run_1/metal_stack.png
Scale: 2 px per µm. Two of the layers only.
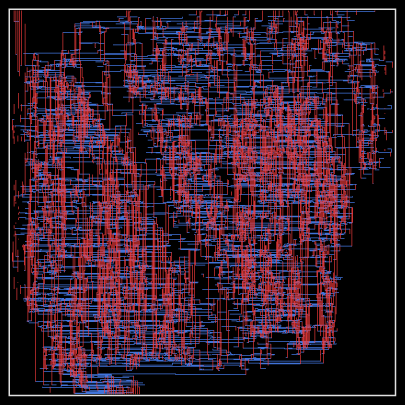
run_1/final_placement.png
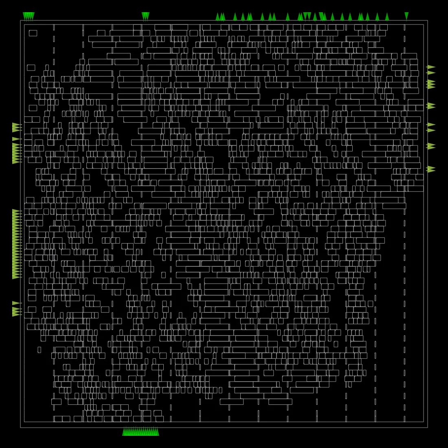
run_1/registers.png
Scale: 3 px per µm. Other sequential cells in the stronger gray, the rest of the logic in the fainter gray.
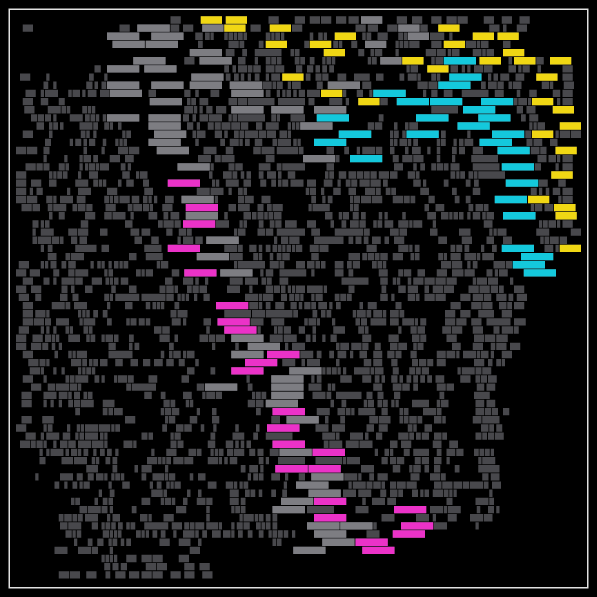
<file path="config.mk">
export PLATFORM = sky130hd
export DESIGN_NAME = fadd_pipe
export DESIGN_NICKNAME = d
export VERILOG_FILES = /design/src/rtl/fp_pkg.sv /design/src/rtl/fp_lzc.sv /design/src/rtl/fadd_pipe.sv
export SDC_FILE = /design/constraint.sdc
export NUM_CORES = 1
export LEC_CHECK = 0
export ABC_CLOCK_PERIOD_IN_PS = 7270
export CAP_MARGIN = 10
export CELL_PAD_IN_SITES_DETAIL_PLACEMENT = 0
export CELL_PAD_IN_SITES_GLOBAL_PLACEMENT = 1
export CORE_MARGIN = 1.5
export CORE_UTILIZATION = 41
export DETAILED_ROUTE_END_ITERATION = 12
export PLACE_DENSITY = 0.83
export SYNTH_ARGS = -nofsm -noshare
export SYNTH_HDL_FRONTEND = slang
export SYNTH_SLANG_ARGS = --single-unit
</file>
<file path="constraint.sdc">
create_clock -name clk -period 7.27 [get_ports clk]
set_input_delay 1.0905 -clock clk [delete_from_list [all_inputs] [get_ports clk]]
set_output_delay 1.0905 -clock clk [all_outputs]
set_load 0.02 [all_outputs]
</file>
<file path="src/rtl/fp_pkg.sv">
`default_nettype none
// ============================================================================
//  Module      : fp_pkg
//  Description : Shared widths, special-value constants and record types for
//                the pipelined floating-point adder. The operand record is
//                sized for the widest supported format; instances use the
//                low-order bits that match their own EXP_W / MAN_W.
//  Revision    : 1.0 - initial release
// ============================================================================
package fp_pkg;

    // Default format is binary32
    localparam int FP_EXP_W  = 8;
    localparam int FP_MAN_W  = 23;

    // Storage limits for width-independent records (covers binary64)
    localparam int MAX_EXP_W = 16;
    localparam int MAX_MAN_W = 63;
    localparam int MAX_SIG_W = MAX_MAN_W + 1;
    localparam int MAX_W     = MAX_EXP_W + MAX_MAN_W + 1;

    // Exponent bias for a given exponent field width
    function automatic int exp_bias(input int exp_w);
        return (1 << (exp_w - 1)) - 1;
    endfunction

    // Canonical quiet NaN {0, all-ones, 1, 0...} right-aligned in MAX_W bits
    function automatic logic [MAX_W-1:0] qnan_bits(input int exp_w, input int man_w);
        logic [MAX_W-1:0] one;
        one = MAX_W'(1);
        return (((one << exp_w) - one) << man_w) | (one << (man_w - 1));
    endfunction

    // Positive infinity {0, all-ones, 0...} right-aligned in MAX_W bits
    function automatic logic [MAX_W-1:0] inf_bits(input int exp_w, input int man_w);
        logic [MAX_W-1:0] one;
        one = MAX_W'(1);
        return ((one << exp_w) - one) << man_w;
    endfunction

    // Unpacked operand; sig includes the hidden bit, subnormals read as zero
    typedef struct packed {
        logic                 sign;
        logic [MAX_EXP_W-1:0] exp;
        logic [MAX_SIG_W-1:0] sig;
        logic                 is_zero;
        logic                 is_inf;
        logic                 is_nan;
    } fp_unpacked_t;

    typedef struct packed {
        logic invalid;
        logic overflow;
        logic inexact;
    } fp_flags_t;

endpackage
`default_nettype wire

</file>
<file path="src/rtl/fp_lzc.sv">
`default_nettype none
// ============================================================================
//  Module      : fp_lzc
//  Description : Parametrised leading-zero counter. An all-zero input
//                reports WIDTH.
//  Revision    : 1.0 - initial release
// ============================================================================
module fp_lzc #(
    parameter int WIDTH = 27,
    parameter int CNT_W = $clog2(WIDTH + 1)
) (
    input  logic [WIDTH-1:0] i_vec,
    output logic [CNT_W-1:0] o_count
);

    // Scan upward so the most significant set bit has the final say
    always_comb begin
        o_count = CNT_W'(WIDTH);
        for (int i = 0; i < WIDTH; i++) begin
            if (i_vec[i]) begin
                o_count = CNT_W'(WIDTH - 1 - i);
            end
        end
    end

endmodule
`default_nettype wire

</file>
<file path="src/rtl/fadd_pipe.sv">
`default_nettype none
// ============================================================================
//  Module      : fadd_pipe
//  Description : Three-stage IEEE-754 adder/subtractor with round-to-nearest-
//                even, flush-to-zero for subnormals, exception flags and a
//                globally stalled valid/ready handshake.
//                S1 unpack/swap/align, S2 add/normalise, S3 round/pack.
//  Revision    : 1.0 - initial release
// ============================================================================
module fadd_pipe
    import fp_pkg::*;
#(
    parameter int EXP_W = FP_EXP_W,
    parameter int MAN_W = FP_MAN_W
) (
    input  logic                   clk,
    input  logic                   rst,
    input  logic                   in_valid,
    output logic                   in_ready,
    input  logic [EXP_W+MAN_W:0]   in_a,
    input  logic [EXP_W+MAN_W:0]   in_b,
    input  logic                   in_sub,
    output logic                   out_valid,
    input  logic                   out_ready,
    output logic [EXP_W+MAN_W:0]   out_y,
    output logic                   out_invalid,
    output logic                   out_overflow,
    output logic                   out_inexact
);

    localparam int W     = EXP_W + MAN_W + 1;
    localparam int SIG_W = MAN_W + 1;
    localparam int ALN_W = MAN_W + 4;          // hidden + fraction + G/R/S
    localparam int LZC_W = $clog2(ALN_W + 1);

    localparam logic [W-1:0]     c_qnan      = W'(qnan_bits(EXP_W, MAN_W));
    localparam logic [W-2:0]     c_inf_mag   = (W-1)'(inf_bits(EXP_W, MAN_W));
    localparam logic [EXP_W-1:0] c_shift_max = EXP_W'(MAN_W + 3);
    localparam logic [EXP_W:0]   c_exp_max   = {1'b0, {EXP_W{1'b1}}};

    // ------------------------------------------------------------------
    // Handshake: one global stall for every stage
    // ------------------------------------------------------------------
    logic r_out_valid;
    logic w_advance;

    assign w_advance = ~r_out_valid | out_ready;
    assign in_ready  = w_advance;

    // ------------------------------------------------------------------
    // S1: unpack, classify, swap by magnitude, align smaller operand
    // ------------------------------------------------------------------
    function automatic fp_unpacked_t unpack_op(input logic [W-1:0] x, input logic flip);
        logic [EXP_W-1:0] e;
        logic [MAN_W-1:0] f;
        fp_unpacked_t     u;
        e         = x[W-2:MAN_W];
        f         = x[MAN_W-1:0];
        u         = '0;
        u.sign    = x[W-1] ^ flip;
        u.is_nan  = (&e) & (|f);
        u.is_inf  = (&e) & ~(|f);
        u.is_zero = ~(|e);
        if (|e) begin
            u.exp = MAX_EXP_W'(e);
            u.sig = MAX_SIG_W'({1'b1, f});
        end
        return u;
    endfunction

    fp_unpacked_t     w_ua, w_ub;
    logic [EXP_W-1:0] w_exp_a, w_exp_b, w_exp_big, w_exp_small, w_diff;
    logic [SIG_W-1:0] w_sig_a, w_sig_b, w_sig_big, w_sig_small;
    logic             w_a_big, w_sign_big, w_eff_sub;
    logic [ALN_W-1:0] w_small_ext, w_small_shift, w_small_aln;
    logic             w_small_lost;
    logic             w_any_nan, w_inf_clash, w_special;
    logic [W-1:0]     w_spec_y;

    // B's sign already carries the subtract request
    assign w_ua    = unpack_op(in_a, 1'b0);
    assign w_ub    = unpack_op(in_b, in_sub);
    assign w_exp_a = w_ua.exp[EXP_W-1:0];
    assign w_exp_b = w_ub.exp[EXP_W-1:0];
    assign w_sig_a = w_ua.sig[SIG_W-1:0];
    assign w_sig_b = w_ub.sig[SIG_W-1:0];

    assign w_a_big     = {w_exp_a, w_sig_a} >= {w_exp_b, w_sig_b};
    assign w_sign_big  = w_a_big ? w_ua.sign : w_ub.sign;
    assign w_exp_big   = w_a_big ? w_exp_a : w_exp_b;
    assign w_exp_small = w_a_big ? w_exp_b : w_exp_a;
    assign w_sig_big   = w_a_big ? w_sig_a : w_sig_b;
    assign w_sig_small = w_a_big ? w_sig_b : w_sig_a;
    assign w_diff      = w_exp_big - w_exp_small;
    assign w_eff_sub   = w_ua.sign ^ w_ub.sign;

    // Right-align the smaller significand, folding shifted-out bits into sticky
    always_comb begin
        w_small_ext   = {w_sig_small, 3'b000};
        w_small_shift = w_small_ext >> w_diff;
        w_small_lost  = |(w_small_ext & ~({ALN_W{1'b1}} << w_diff));
        if (w_diff >= c_shift_max) begin
            w_small_aln = {{(ALN_W-1){1'b0}}, |w_sig_small};
        end else begin
            w_small_aln = w_small_shift | {{(ALN_W-1){1'b0}}, w_small_lost};
        end
    end

    assign w_any_nan   = w_ua.is_nan | w_ub.is_nan;
    assign w_inf_clash = w_ua.is_inf & w_ub.is_inf & (w_ua.sign ^ w_ub.sign);
    assign w_special   = w_any_nan | w_ua.is_inf | w_ub.is_inf;

    // Result for NaN/infinity operands, bypassing the arithmetic path
    always_comb begin
        if (w_any_nan || w_inf_clash) begin
            w_spec_y = c_qnan;
        end else if (w_ua.is_inf) begin
            w_spec_y = {w_ua.sign, c_inf_mag};
        end else begin
            w_spec_y = {w_ub.sign, c_inf_mag};
        end
    end

    logic             r1_valid, r1_special, r1_invalid, r1_sign, r1_eff_sub;
    logic [W-1:0]     r1_spec_y;
    logic [EXP_W-1:0] r1_exp;
    logic [ALN_W-1:0] r1_sig_big, r1_sig_small;

    // S1 data register, held while stalled
    always_ff @(posedge clk) begin
        if (w_advance) begin
            r1_special   <= w_special;
            r1_invalid   <= w_any_nan | w_inf_clash;
            r1_spec_y    <= w_spec_y;
            r1_sign      <= w_sign_big;
            r1_eff_sub   <= w_eff_sub;
            r1_exp       <= w_exp_big;
            r1_sig_big   <= {w_sig_big, 3'b000};
            r1_sig_small <= w_small_aln;
        end
    end

    // ------------------------------------------------------------------
    // S2: add/subtract and normalise
    // ------------------------------------------------------------------
    logic [ALN_W:0]   w_sum;
    logic [LZC_W-1:0] w_lz;
    logic [ALN_W-1:0] w_norm_mant;
    logic [EXP_W:0]   w_norm_exp;
    logic             w_norm_zero, w_norm_uflow, w_norm_sign;

    assign w_sum = r1_eff_sub ? ({1'b0, r1_sig_big} - {1'b0, r1_sig_small})
                              : ({1'b0, r1_sig_big} + {1'b0, r1_sig_small});

    fp_lzc #(
        .WIDTH (ALN_W),
        .CNT_W (LZC_W)
    ) u_lzc (
        .i_vec   (w_sum[ALN_W-1:0]),
        .o_count (w_lz)
    );

    // Carry-out shifts right into sticky; otherwise shift left by the zero count
    always_comb begin
        w_norm_zero = ~(|w_sum);
        w_norm_sign = (w_norm_zero & r1_eff_sub) ? 1'b0 : r1_sign;
        if (w_sum[ALN_W]) begin
            w_norm_mant  = {w_sum[ALN_W:2], w_sum[1] | w_sum[0]};
            w_norm_exp   = {1'b0, r1_exp} + (EXP_W+1)'(1);
            w_norm_uflow = 1'b0;
        end else begin
            w_norm_mant  = w_sum[ALN_W-1:0] << w_lz;
            w_norm_exp   = {1'b0, r1_exp} - (EXP_W+1)'(w_lz);
            w_norm_uflow = {1'b0, r1_exp} <= (EXP_W+1)'(w_lz);
        end
    end

    logic             r2_valid, r2_special, r2_invalid, r2_sign, r2_zero, r2_uflow;
    logic [W-1:0]     r2_spec_y;
    logic [EXP_W:0]   r2_exp;
    logic [ALN_W-1:0] r2_mant;

    // S2 data register, held while stalled
    always_ff @(posedge clk) begin
        if (w_advance) begin
            r2_special <= r1_special;
            r2_invalid <= r1_invalid;
            r2_spec_y  <= r1_spec_y;
            r2_sign    <= w_norm_sign;
            r2_zero    <= w_norm_zero;
            r2_uflow   <= w_norm_uflow;
            r2_exp     <= w_norm_exp;
            r2_mant    <= w_norm_mant;
        end
    end

    // ------------------------------------------------------------------
    // S3: round to nearest even, range check, pack
    // ------------------------------------------------------------------
    logic           w_round_up;
    logic [SIG_W:0] w_rounded;
    logic [EXP_W:0] w_exp_r;
    logic [W-1:0]   w_y;
    fp_flags_t      w_flags;

    // Mantissa carry from rounding leaves a zero fraction and bumps the exponent
    always_comb begin
        w_round_up      = r2_mant[2] & (r2_mant[1] | r2_mant[0] | r2_mant[3]);
        w_rounded       = {1'b0, r2_mant[ALN_W-1:3]} + (SIG_W+1)'(w_round_up);
        w_exp_r         = r2_exp + (EXP_W+1)'(w_rounded[SIG_W]);
        w_flags         = '0;
        w_flags.inexact = |r2_mant[2:0];
        w_y             = {r2_sign, w_exp_r[EXP_W-1:0], w_rounded[MAN_W-1:0]};
        if (r2_special) begin
            w_y             = r2_spec_y;
            w_flags         = '0;
            w_flags.invalid = r2_invalid;
        end else if (r2_zero) begin
            w_y     = {r2_sign, {(W-1){1'b0}}};
            w_flags = '0;
        end else if (r2_uflow) begin
            w_y             = {r2_sign, {(W-1){1'b0}}};
            w_flags.inexact = 1'b1;
        end else if (w_exp_r >= c_exp_max) begin
            w_y              = {r2_sign, c_inf_mag};
            w_flags.overflow = 1'b1;
            w_flags.inexact  = 1'b1;
        end
    end

    logic [W-1:0] r_out_y;
    fp_flags_t    r_out_flags;

    // Stage valids; reset drops everything in flight
    always_ff @(posedge clk) begin
        if (rst) begin
            r1_valid    <= 1'b0;
            r2_valid    <= 1'b0;
            r_out_valid <= 1'b0;
        end else if (w_advance) begin
            r1_valid    <= in_valid;
            r2_valid    <= r1_valid;
            r_out_valid <= r2_valid;
        end
    end

    // Output register only changes when a real result moves in
    always_ff @(posedge clk) begin
        if (rst) begin
            r_out_y     <= '0;
            r_out_flags <= '0;
        end else if (w_advance && r2_valid) begin
            r_out_y     <= w_y;
            r_out_flags <= w_flags;
        end
    end

    assign out_valid    = r_out_valid;
    assign out_y        = r_out_y;
    assign out_invalid  = r_out_flags.invalid;
    assign out_overflow = r_out_flags.overflow;
    assign out_inexact  = r_out_flags.inexact;

    // Record bits beyond this instance's format are intentionally ignored
    logic w_unused_bits;
    assign w_unused_bits = ^{w_ua.exp[MAX_EXP_W-1:EXP_W], w_ua.sig[MAX_SIG_W-1:SIG_W], w_ua.is_zero,
                             w_ub.exp[MAX_EXP_W-1:EXP_W], w_ub.sig[MAX_SIG_W-1:SIG_W], w_ub.is_zero,
                             w_rounded[MAN_W]};

endmodule
`default_nettype wire

</file>
==> results.rst, run 1 <==
Implementation results
======================

.. list-table::
   :header-rows: 1

   * - Metric
     - Value
   * - Mean post-synth cell area
     - 8.00 µm²
   * - Status
     - finished, final reports clean
   * - Unrepaired setup endpoints after global routing
     - false
   * - Vias per std cell
     - 5.99
   * - Post-route fraction of the period consumed by the critical path
     - 0.909
   * - Arrival time at the worst endpoint
     - 6.78 ns
   * - Delay of the slowest critical-path stage
     - 0.48 ns
   * - Endpoint type of the worst setup path
     - flop
   * - Warning count from the yosys run
     - 0
   * - Synthesis-to-layout area growth
     - 14.6%
   * - Number of I/O pins
     - 106
   * - Via count of the first global-routing pass
     - 13.2k
   * - Final clock skew
     - 0.0237 ns
   * - Synth Net Count
     - 2000
   * - Count of maximum capacitance violations
     - 0
   * - Maximum fanout encountered on the critical timing path
     - 15
   * - Via Count
     - 14.2k
   * - Logic family by area
     - AND-OR/OR-AND gates
   * - H-tree depth
     - 4
   * - Final worst path period need
     - 6.61 ns
   * - CTS root buf
     - clkbuf_16
   * - Startpoint Class
     - primary input
   * - CTS tree
     - yes
   * - Type of the worst min-delay path
     - reg -> reg
   * - Combinational cell fraction of total power
     - 0.547
   * - Post-synth cell types
     - 101
   * - Port bufs
     - 105
   * - Worst Setup Path Type
     - in -> reg
   * - Total wire length
     - 47400 µm
   * - Top area contributor share
     - 0.221
   * - Top cells by area in the synthesized netlist
     - edfxtp_1, ha_1, mux2i_1
   * - Crit-path leading delay family
     - AND-OR/OR-AND gates
   * - Postcts setup bufs
     - 0
   * - Initial antenna violation count
     - 1
   * - CP cell instances
     - clkdlybuf4s50_1 -> nor4_1 -> nand2_1 -> buf_4 -> inv_1 -> ha_1 -> a2111oi_0 -> o21ai_0 -> a21oi_1 -> o22ai_1 -> a211o_2 -> mux2i_1 -> ha_1 -> o2111ai_1 -> o211ai_1 -> or3b_1 -> mux2i_1 -> nor2_1 -> buf_4 -> or3_1 -> o311ai_0 -> a31oi_1 -> o31a_1
   * - Gate count after technology mapping
     - 1837
   * - Post-route setup TNS
     - 0 ns
   * - Simple-gate share of the synthesized area
     - 0.221
Back to the opening pictures, metal_stack.png:
| layer | color | wire length |
|---|---|---|
| met1 | blue | 21.8 mm |
| met2 | red | 22.2 mm |

Back to the opening pictures, final_placement.png:
share of the core filled with cells in the final layout: 0.476
register fraction of the total cell area: 0.238
floorplan core area: 35400 µm²
Tapcell Cnt: 461

Back to the opening pictures, registers.png:
| name in the netlist | color | flops |
|---|---|---|
| r2_mant | cyan | 27 |
| out_y | yellow | 32 |
| r1_sig_big | magenta | 24 |
not colored: 63

run 1: cell families after synthesis:
family                   Yosys count
AND-OR/OR-AND                    525
multiplexers                     112
adder cells (fa/ha/maj)           94
flip-flops                       146
AND/OR/NAND/NOR                  680
buffers and inverters            212
XOR/XNOR                          68
run 1: state kept, by name, summed over array words and instances, names as in the netlist, 2 cells and up:
name,count
r2_spec_y,2
out_y,32
r2_mant,27
r1_spec_y,2
r2_exp,9
r1_sig_small,27
r1_exp,8
r1_sig_big,24
run 1: layer usage:
layer / wire length, µm / GRT usage / share of wire
met1: 21800 / 0.350 / 0.46
met5: 0 / 0 / 0
met4: 1190 / 0.0778 / 0.025
met2: 22200 / 0.427 / 0.47
met3: 2200 / 0.0220 / 0.046
run 1: power groups by stage:
stage	logic [mW]	registers (mW)	clock network (mW)
floorplan	1.74	1.23	0
global placement	2.42	1.24	0
detailed placement	2.43	1.25	0
CTS	2.44	1.23	0.852
global route	2.69	1.26	0.879
finish	2.49	1.23	0.831
run 1: through the flow:
step	hold slack [ns]	setup WS, ns	area, µm²	utilization	instances
floorplan	0.400	0.00757	14700	-	1837
global placement	0.406	0.419	16300	0.460	2335
detailed placement	0.405	0.336	16300	0.460	2335
CTS	0.421	0.746	16800	0.476	2367
global route	0.427	0.203	16800	0.476	2367
finish	0.419	0.662	16800	0.476	2367
run 1: Yosys cell counts, types with 21 or more instances:
library cell	count
nand2_1	199
nor3_1	62
inv_1	90
a211oi_1	38
a21oi_1	111
xnor2_1	41
xor2_1	26
nor2b_1	21
clkbuf_1	90
mux2i_1	85
nor4_1	27
buf_2	23
nand3_1	41
a21o_1	21
o21ai_0	119
a22oi_1	30
dfxtp_1	38
nor2_1	194
edfxtp_1	108
ha_1	92
nand4_1	24
run 1: layout by cell type, fill, tap and decap left out, types with 18 or more instances in the layout:
cell type        instances
a211oi_1                37
a21o_1                  21
a21oi_1                111
a22oi_1                 30
and2_1                  19
buf_4                   54
clkbuf_16               18
clkdlybuf4s50_1        105
dfxtp_1                 38
edfxtp_1               108
ha_1                    92
inv_1                   90
mux2_2                  19
mux2i_1                 85
nand2_1                199
nand2b_1                18
nand3_1                 41
nand4_1                 24
nor2_1                 194
nor2b_1                 21
nor3_1                  62
nor4_1                  27
o211ai_1                18
o21ai_0                119
o22ai_1                 18
xnor2_1                 40
xor2_1                  25
run 1: area by class of cell:
cell class	instances	area (µm²)
clock buffer	22	475
clock inverter	10	73.8
fill	3544	18600
inverter	90	338
multi-input combinational	1479	9920
sequential	146	4000
tap	461	577
timing repair buffer	159	1460
run 1: worst paths after layout:
| kind | startpoint | slack, ns | end | cells after the start |
|---|---|---|---|---|
| worst min-delay path | r1_invalid | 0.42 | r2_invalid | 0 |
| worst min register to register | r1_invalid | 0.42 | r2_invalid | 0 |
| worst max register to register | r1_sig_big[4] | 1.00 | r2_exp[7] | 19 |
| worst max-delay path | in_b[24] | 0.66 | r1_sig_small[0] | 23 |
run_1/met3.png
Scale: 2 px per µm.
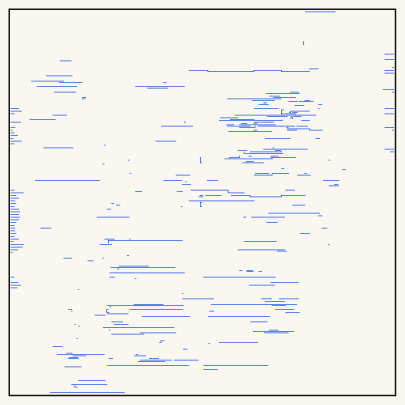

## Run 2: what changed since run 1
--- a/config.mk
+++ b/config.mk
@@ -12,6 +12,7 @@
 export CORE_MARGIN = 1.5
 export CORE_UTILIZATION = 41
 export DETAILED_ROUTE_END_ITERATION = 12
+export GPL_TIMING_DRIVEN = 0
 export PLACE_DENSITY = 0.83
 export SYNTH_ARGS = -nofsm -noshare
 export SYNTH_HDL_FRONTEND = slang
run_2/met3.png
Scale: 2 px per µm.
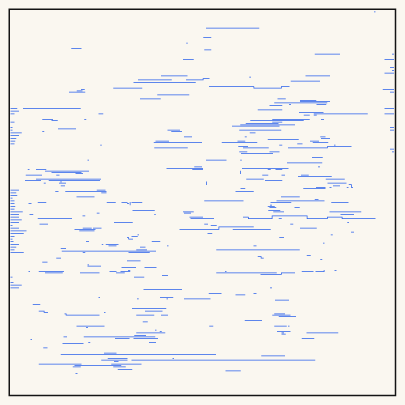
longest straight run: 91.5 µm
share of all routed wire: 4.8%
wire length on this layer: 2490 µm
nets with wire on the layer: 243

==> run 2 against run 1 <==
Effect of this change: fmax fell by 6.1%; area after synthesis unchanged; count of clock-buffer cells in the layout did not move; sequential share of layout area shrank 0.50 points; cell area increased by 2.1%; largest power group unchanged; clock power about the same; critical path type unchanged; die area stayed put; setup slack got worse by 0.43 ns; sequential power is essentially flat; worst hold slack gained 0.0044 ns.
==> results.rst, run 2 <==
Implementation results
======================

.. list-table::
   :header-rows: 1

   * - Metric
     - Value
   * - Number of I/O pins
     - 106
   * - Via Count
     - 14.9k
   * - Most common library cell in the layout ignoring fill and taps
     - nand2_1
   * - Initial antenna violation count
     - 0
   * - Startpoint Class
     - primary input
   * - CTS root buf
     - clkbuf_16
   * - Floorplan core area
     - 35400 µm²
   * - Warning count from the yosys run
     - 0
   * - Horizontal die size
     - 192 µm
   * - Maximum fanout encountered on the critical timing path
     - 10
   * - Top cells by area in the synthesized netlist
     - edfxtp_1, ha_1, mux2i_1
   * - Final worst path period need
     - 7.04 ns
   * - Leakage
     - 6.80 nW
   * - Gate count after technology mapping
     - 1837
   * - Top area contributor share
     - 0.221
   * - Synth Net Count
     - 2000
   * - Most common cell in the synthesized netlist
     - nand2_1
   * - Arrival time at the worst endpoint
     - 7.20 ns
   * - Count of maximum capacitance violations
     - 0
   * - Fin area
     - 17200 µm²
   * - Endpoint type of the worst setup path
     - flop
   * - Dominant logic cell types in the final layout
     - nand2_1, nor2_1, o21ai_0
   * - Cell area after placement
     - 16300 µm²
   * - Final clock skew
     - 0.0207 ns
   * - Commonest cells in the netlist
     - nand2_1, nor2_1, o21ai_0, a21oi_1, edfxtp_1
   * - Worst Setup Path Type
     - in -> reg
   * - Vias per std cell
     - 6.10
   * - Post-route setup TNS
     - 0 ns
   * - Mean post-synth cell area
     - 8.00 µm²
   * - Total wire length
     - 51900 µm
   * - Synthesis-to-layout area growth
     - 17.0%
   * - Type of the worst min-delay path
     - reg -> reg
   * - Unrepaired setup endpoints after global routing
     - false
   * - CTS tree
     - yes
   * - Status
     - finished, final reports clean
run_2/final_placement.png
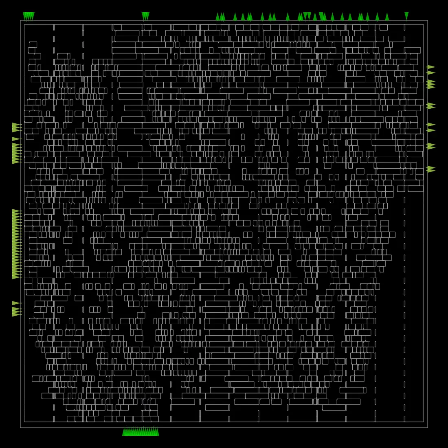
FFs & Latches: 146
share of the core filled with cells in the final layout: 0.486
filler cell count in the final layout: 3542
Cell Count, Final, Fillers Out: 2442

run 2: cell counts after synthesis:
Identical to the previous run, type by type.
run 2: repair_timing:
action                     CTS  global route
pin swaps                   13             9
setup endpoints to repair   58            20
setup buffers                6             3
resized                     63            16
run 2: path summary, 6_finish.rpt:
kind,end,slack (ns),depth (start not counted),from
min reg2reg,r2_special,0.42,0,r1_special
max,r1_sig_small[0],0.23,21,in_b[28]
max reg2reg,r2_exp[6],0.45,25,r1_sig_small[0]
min,r2_special,0.42,0,r1_special
run 2: final cells by class:
cell class / instances / area (µm²)
Fill cell: 3542 / 18200
Multi-Input combinational cell: 1479 / 10000
Sequential cell: 146 / 4000
Timing Repair Buffer: 114 / 1120
Buffer: 120 / 579
Tap cell: 461 / 577
Clock buffer: 22 / 475
Inverter: 90 / 338
Clock inverter: 10 / 72.6
run 2: cells by family (layout without fill, tap and decap cells):
logic type,after synthesis,in the layout,share of synthesized area
compound gates,525,525,0.244
xor+xnor,68,68,0.0410
fa+ha+maj,94,94,0.0810
buf+inv,212,356,0.0574
flops,146,146,0.272
mux,112,112,0.0834
simple gates,680,680,0.221
run 2: metrics by stage:
step	cells	setup WS, ns	power (mW)	hold slack (ns)
after global routing	2442	0.0217	4.93	0.430
after CTS	2440	0.000372	4.62	0.425
final	2442	0.229	4.67	0.424
after floorplan	1837	0.00757	2.97	0.400
after global placement	2401	-3.38	3.73	0.404
after detailed placement	2402	-3.27	3.74	0.409
run 2: report_power, final:
| part | total, mW | leakage, nW | internal (mW) | switching (mW) |
|---|---|---|---|---|
| Clock | 0.828 | 0.275 | 0.468 | 0.359 |
| Sequential | 1.24 | 1.50 | 1.11 | 0.129 |
| Combinational | 2.60 | 5.03 | 0.958 | 1.64 |
| Total | 4.67 | 6.80 | 2.53 | 2.13 |
run 2: routing by layer:
layer / global-route usage / vias to the layer above / share of wire
met5: 0 / - / 0
met4: 0.133 / 0 / 0.045
met3: 0.0336 / 124 / 0.048
met2: 0.471 / 526 / 0.46
met1: 0.365 / 7157 / 0.44
li1: - / 7082 / -
run 2: critical path, cell delays in order:
cell and delay [ns]:
clkdlybuf4s50_1 0.46, nor4_2 0.33, nand2_2 0.15, clkbuf_8 0.20, clkbuf_8 0.18, and2_1 0.19, ha_1 0.26, nand2b_1 0.14
a21o_1 0.18, a21oi_1 0.22, o21ai_2 0.14, buf_4 0.16, a211oi_1 0.28, clkbuf_1 0.34, clkbuf_1 0.52, clkbuf_1 0.50
o21ai_0 0.43, a211o_1 0.33, a211o_1 0.30, or4_1 0.48, o31a_1 0.29
Power and IR drop assume default switching activity.
